## src/rtl/ring_rr_arbiter.sv

```systemverilog
// ring_rr_arbiter
// Round-robin arbiter sharing one resource among N requesters. A rotating
// priority pointer picks the first active request at or after the pointer.
// The winner keeps the grant while its request stays high, up to TIMEOUT
// consecutive cycles, after which the grant is forcibly withdrawn. Every
// release is followed by one dead GAP cycle and one IDLE arbitration cycle.
//
// Parameters:
//   N       - number of requesters (2..16)
//   TIMEOUT - max consecutive grant cycles per owner, 0 disables the limit
//   IDW     - width of gnt_id, at least clog2(N)
//
// Ports:
//   clk     - system clock, rising edge
//   rst     - synchronous active-high reset
//   req     - level request vector, bit i belongs to requester i
//   gnt     - registered one-hot grant, all-zero when nobody owns the resource
//   gnt_id  - index of the current owner, holds the last owner when idle
//   busy    - high while any grant is active
//   timeout - one-cycle pulse after a forced release
module ring_rr_arbiter #(
   parameter int N       = 8,
   parameter int TIMEOUT = 16,
   parameter int IDW     = 3
) (
   input  logic           clk,
   input  logic           rst,
   input  logic [N-1:0]   req,
   output logic [N-1:0]   gnt,
   output logic [IDW-1:0] gnt_id,
   output logic           busy,
   output logic           timeout
);

   localparam int PW = (N > 1) ? $clog2(N) : 1;
   localparam int CW = (TIMEOUT > 0) ? $clog2(TIMEOUT + 1) : 1;
   localparam logic [CW-1:0] CNT_LIMIT = CW'(TIMEOUT);
   localparam logic [CW-1:0] CNT_MAX   = '1;
   localparam logic [PW-1:0] LAST_IDX  = PW'(N - 1);

   localparam logic [1:0] IDLE  = 2'd0;
   localparam logic [1:0] GRANT = 2'd1;
   localparam logic [1:0] GAP   = 2'd2;

   logic [1:0]    state;
   logic [PW-1:0] ptr;
   logic [PW-1:0] owner;
   logic [PW-1:0] ptrNext;
   logic [PW-1:0] selIdx;
   logic [N-1:0]  selOneHot;
   logic          selValid;
   logic [PW:0]   scanSum;
   logic [CW-1:0] cnt;

   // Find the first active request scanning ptr, ptr+1, ... modulo N.
   // The loop walks the scan order backwards so the last hit written is the
   // one closest to the pointer, which avoids needing a break.
   always_comb begin
      selValid  = 1'b0;
      selIdx    = '0;
      scanSum   = '0;
      selOneHot = '0;
      for (int i = N - 1; i >= 0; i--) begin
         scanSum = {1'b0, ptr} + (PW+1)'(i);
         if (scanSum >= (PW+1)'(N)) begin
            scanSum = scanSum - (PW+1)'(N);
         end
         if (req[scanSum[PW-1:0]]) begin
            selValid = 1'b1;
            selIdx   = scanSum[PW-1:0];
         end
      end
      selOneHot[selIdx] = 1'b1;
   end

   // After a release the departing owner drops to lowest priority by moving
   // the pointer just past it, wrapping from N-1 back to 0.
   always_comb begin
      ptrNext = (owner == LAST_IDX) ? '0 : owner + 1'b1;
   end

   // Arbitration state machine. The grant itself is registered here so the
   // datapath select never glitches. cnt counts cycles the current grant has
   // been visible; it saturates so a disabled timeout can never wrap it.
   always_ff @(posedge clk) begin
      if (rst) begin
         state   <= IDLE;
         gnt     <= '0;
         owner   <= '0;
         ptr     <= '0;
         cnt     <= '0;
         timeout <= 1'b0;
      end else begin
         case (state)
            IDLE: begin
               timeout <= 1'b0;
               if (selValid) begin
                  gnt   <= selOneHot;
                  owner <= selIdx;
                  cnt   <= CW'(1);
                  state <= GRANT;
               end
            end
            GRANT: begin
               if (!req[owner]) begin
                  gnt   <= '0;
                  ptr   <= ptrNext;
                  state <= GAP;
               end else if ((TIMEOUT != 0) && (cnt == CNT_LIMIT)) begin
                  gnt     <= '0;
                  ptr     <= ptrNext;
                  timeout <= 1'b1;
                  state   <= GAP;
               end else if (cnt != CNT_MAX) begin
                  cnt <= cnt + 1'b1;
               end
            end
            GAP: begin
               timeout <= 1'b0;
               state   <= IDLE;
            end
            default: begin
               gnt     <= '0;
               timeout <= 1'b0;
               state   <= IDLE;
            end
         endcase
      end
   end

   // The owner register is kept after release so gnt_id remembers who last
   // held the resource; high bits beyond the pointer width read zero.
   assign gnt_id = IDW'(owner);
   assign busy   = |gnt;

endmodule

```

## config.mk

```make
export PLATFORM = sky130hd
export DESIGN_NAME = ring_rr_arbiter
export DESIGN_NICKNAME = d
export VERILOG_FILES = /design/src/rtl/ring_rr_arbiter.sv
export SDC_FILE = /design/constraint.sdc
export NUM_CORES = 1
export LEC_CHECK = 0
export CAP_MARGIN = 25
export CORE_AREA = 5 5 80 60
export CTS_CLUSTER_DIAMETER = 40
export CTS_CLUSTER_SIZE = 10
export DETAILED_ROUTE_END_ITERATION = 8
export DIE_AREA = 0 0 85 65
export PLACE_DENSITY = 0.79
export SYNTH_ARGS = -nofsm -noshare
export SYNTH_HDL_FRONTEND = slang
export SYNTH_SLANG_ARGS = --single-unit
```

## constraint.sdc

```tcl
create_clock -name clk -period 4.6 [get_ports clk]
set_input_delay 0.92 -clock clk [delete_from_list [all_inputs] [get_ports clk]]
set_output_delay 0.92 -clock clk [all_outputs]
set_load 0.005 [all_outputs]
```

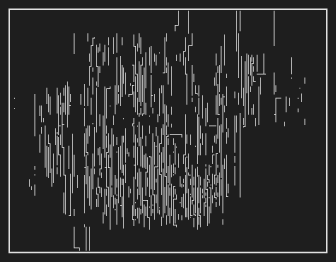
(images/m2.png)
longest straight run = 22.6 µm
main direction = vertical
share of all routed wire = 42%
nets with wire on the layer = 223
wire length on this layer = 2150 µm
via count: 1977
final wirelength: 5160 µm

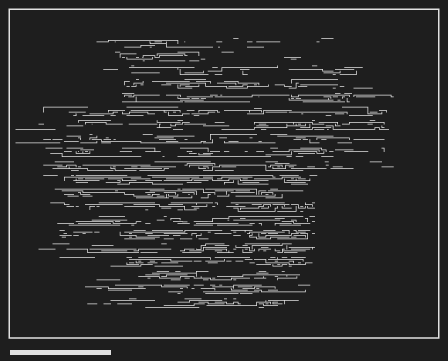
(images/m1.png)
The bar under the picture is 20 µm long.
longest straight run = 24.8 µm
share of all routed wire = 46%

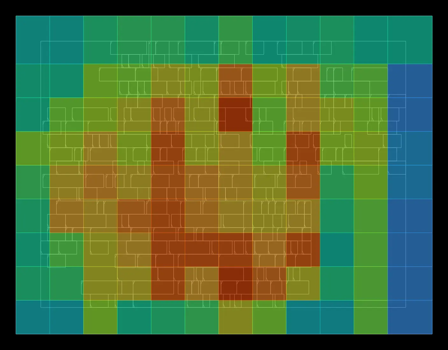
(images/congestion_map.png)
Core Util, Final: 60.4%
met2 Track Usage GR: 26.1%
met3 Track Usage GR: 4.57%

==> reports/metrics.csv <==
metric,value,unit
outcome,completed,
die_w,85,µm
crit_arrival,3.86,ns
fin_skew,0.00519,ns
nets,266,
rows,20,
setup_tns,0,ns
slowest_delay,0.64,ns
hold_buffers,0,
grt_use_total,19.1,%
netlist_instances,242,
netlist_area,2180,µm²
powerDensity,381,nW/µm²
worst-slew-pin-transition,0.985,ns
area_growth_syn_to_layout,12.4,%
ys_async_sr_fraction,0,%
cts_setup_buffers,0,
relSlewSlack,34.2,%
ys_top_cells_by_count,"nand2_1 (25), dfxtp_1 (22), mux4_2 (17)",
ctsResizeCount,0,
top_area_cell,dfxtp_1,
synth_top_area_share,20.2,%
grt_pass1_wl,8520,µm
gp_congestion,0.956,
nFillCells,346,
wl_per_cell,17.0,µm
pin_count,23,
drcViolationCount,0,
grt_max_degree,30,
crit_slowest_cell,clkdlybuf4s50_1,
r2r_slack,1.24,ns
fmax,0.272,GHz
yosys-stat-area,2180,µm²
top_cell,nand2_1,
maxCapViolCount,0,
min_period,3.68,ns
ys_cells,242,
reg2reg_to,gnt[0],
drtPass1Iterations,4,
cts_tree,built,
antenna_cells,0,
rsz0062_at_grt,no,
flop_cell,dfxtp_1,
min_period_over_period,79.9,%
cp-endpoint,gnt[0],
p_leak,0.884,nW
portBuffers,22,
drive_gt1_share,18.5,%
hp-class,reg -> reg,
grt_pass1_vias,1729,
grt_antenna_before_repair,0,
start_kind,input pin,
cts.sink_count,22,
ys_ff,22,
insertion_delay,0.26,ns
floorplan.core_util,53.8,%
numCtsBuffers,3,
cts.htree.levels,1,
vias_per_cell,6.52,
critical_path.startpoint,req[4],
reg2reg_from,ptr[0],
hold_viol_final,0,
[metrics by stage]
step	worst slack, ns	hold slack [ns]	total power, W	instance area (µm²)	instances
floorplan	0.796	0.458	0.000650	2180	242
global placement	0.698	0.463	0.000784	2390	299
detailed placement	0.641	0.470	0.000790	2390	299
CTS	0.924	0.480	0.000930	2450	303
global route	0.732	0.503	0.000995	2450	303
finish	0.925	0.477	0.000933	2450	303
[per-layer routing]
| metal | track usage, % | up-vias | wire length, µm |
|---|---|---|---|
| met5 | 0 | - | 0 |
| met4 | 4.55 | 0 | 84 |
| met3 | 4.57 | 12 | 572 |
| met2 | 26.1 | 115 | 2150 |
| met1 | 29.6 | 915 | 2350 |
| li1 | - | 935 | - |
[sequential cells by signal, summed over array words and instances, names as in the netlist]
signal / count
timeout: 1
gnt: 8
ptr: 3
state: 2
cnt: 5
gnt_id: 3
[cell families (layout without fill, tap and decap cells)]
family	after synthesis	in the layout	share of synthesized area (%)
AOI/OAI and AO/OA	59	59	19.9
xor gates and xnor gates	7	7	2.81
adders and majority gates	7	7	4.02
buffers and inverters	32	38	5.80
DFF	22	22	20.2
muxes	44	44	30.8
and+or+nand+nor	71	71	16.5
[report_power, final]
part           switching (W)  internal, W
Clock              0.0000608    0.0000763
Sequential         0.0000325     0.000216
Combinational       0.000284     0.000263
Total               0.000377     0.000555
[critical path: cells and delay by family]
family,cells,cell delay (ns)
AOI/OAI and AO/OA,2,0.54
buffers and inverters,1,0.64
muxes,1,0.61
and+or+nand+nor,4,1.15
[layout make-up]
type	count	area (µm²)	area share (%)
clock buffers	4	55.1	2.25
multi-input cells	188	1610	65.8
repair buffers	24	235	9.60
well taps	55	68.8	2.81
flip-flops and latches	22	440	18.0
inverters	10	37.5	1.53
[cells in the final DEF, fill, tap and decap left out, drive strengths merged, types with 2 or more instances in the layout]
cell | Yosys | layout
a21o | 2 | 2
a2111oi | 2 | 2
a21oi | 15 | 15
o21ai | 8 | 8
a31oi | 3 | 3
inv | 10 | 10
o21a | 2 | 2
o211ai | 3 | 3
dfxtp | 22 | 22
ha | 7 | 7
nor3 | 7 | 7
a211oi | 3 | 3
nor2 | 17 | 17
nor4 | 2 | 2
mux4 | 17 | 17
clkbuf | 15 | 4
buf | 7 | 2
nand3b | 2 | 2
mux2i | 13 | 13
xnor2 | 2 | 2
nand3 | 5 | 5
xor2 | 5 | 5
o31ai | 5 | 5
nand2 | 25 | 25
mux2 | 14 | 14
nand2b | 4 | 4
clkdlybuf4s50 | 0 | 22
[how the worst min path moves through the flow]
stage	start	slack, ns	endpoint	cells past startpoint
after global placement	gnt[3]	0.46	gnt[3]	2
after CTS	gnt[3]	0.48	gnt[3]	2
after floorplan	cnt[4]	0.46	cnt[4]	2
final	gnt[0]	0.48	gnt[0]	2
after global routing	gnt[0]	0.50	gnt[0]	2
after detailed placement	gnt[3]	0.47	gnt[3]	2
Power and IR drop assume default switching activity.
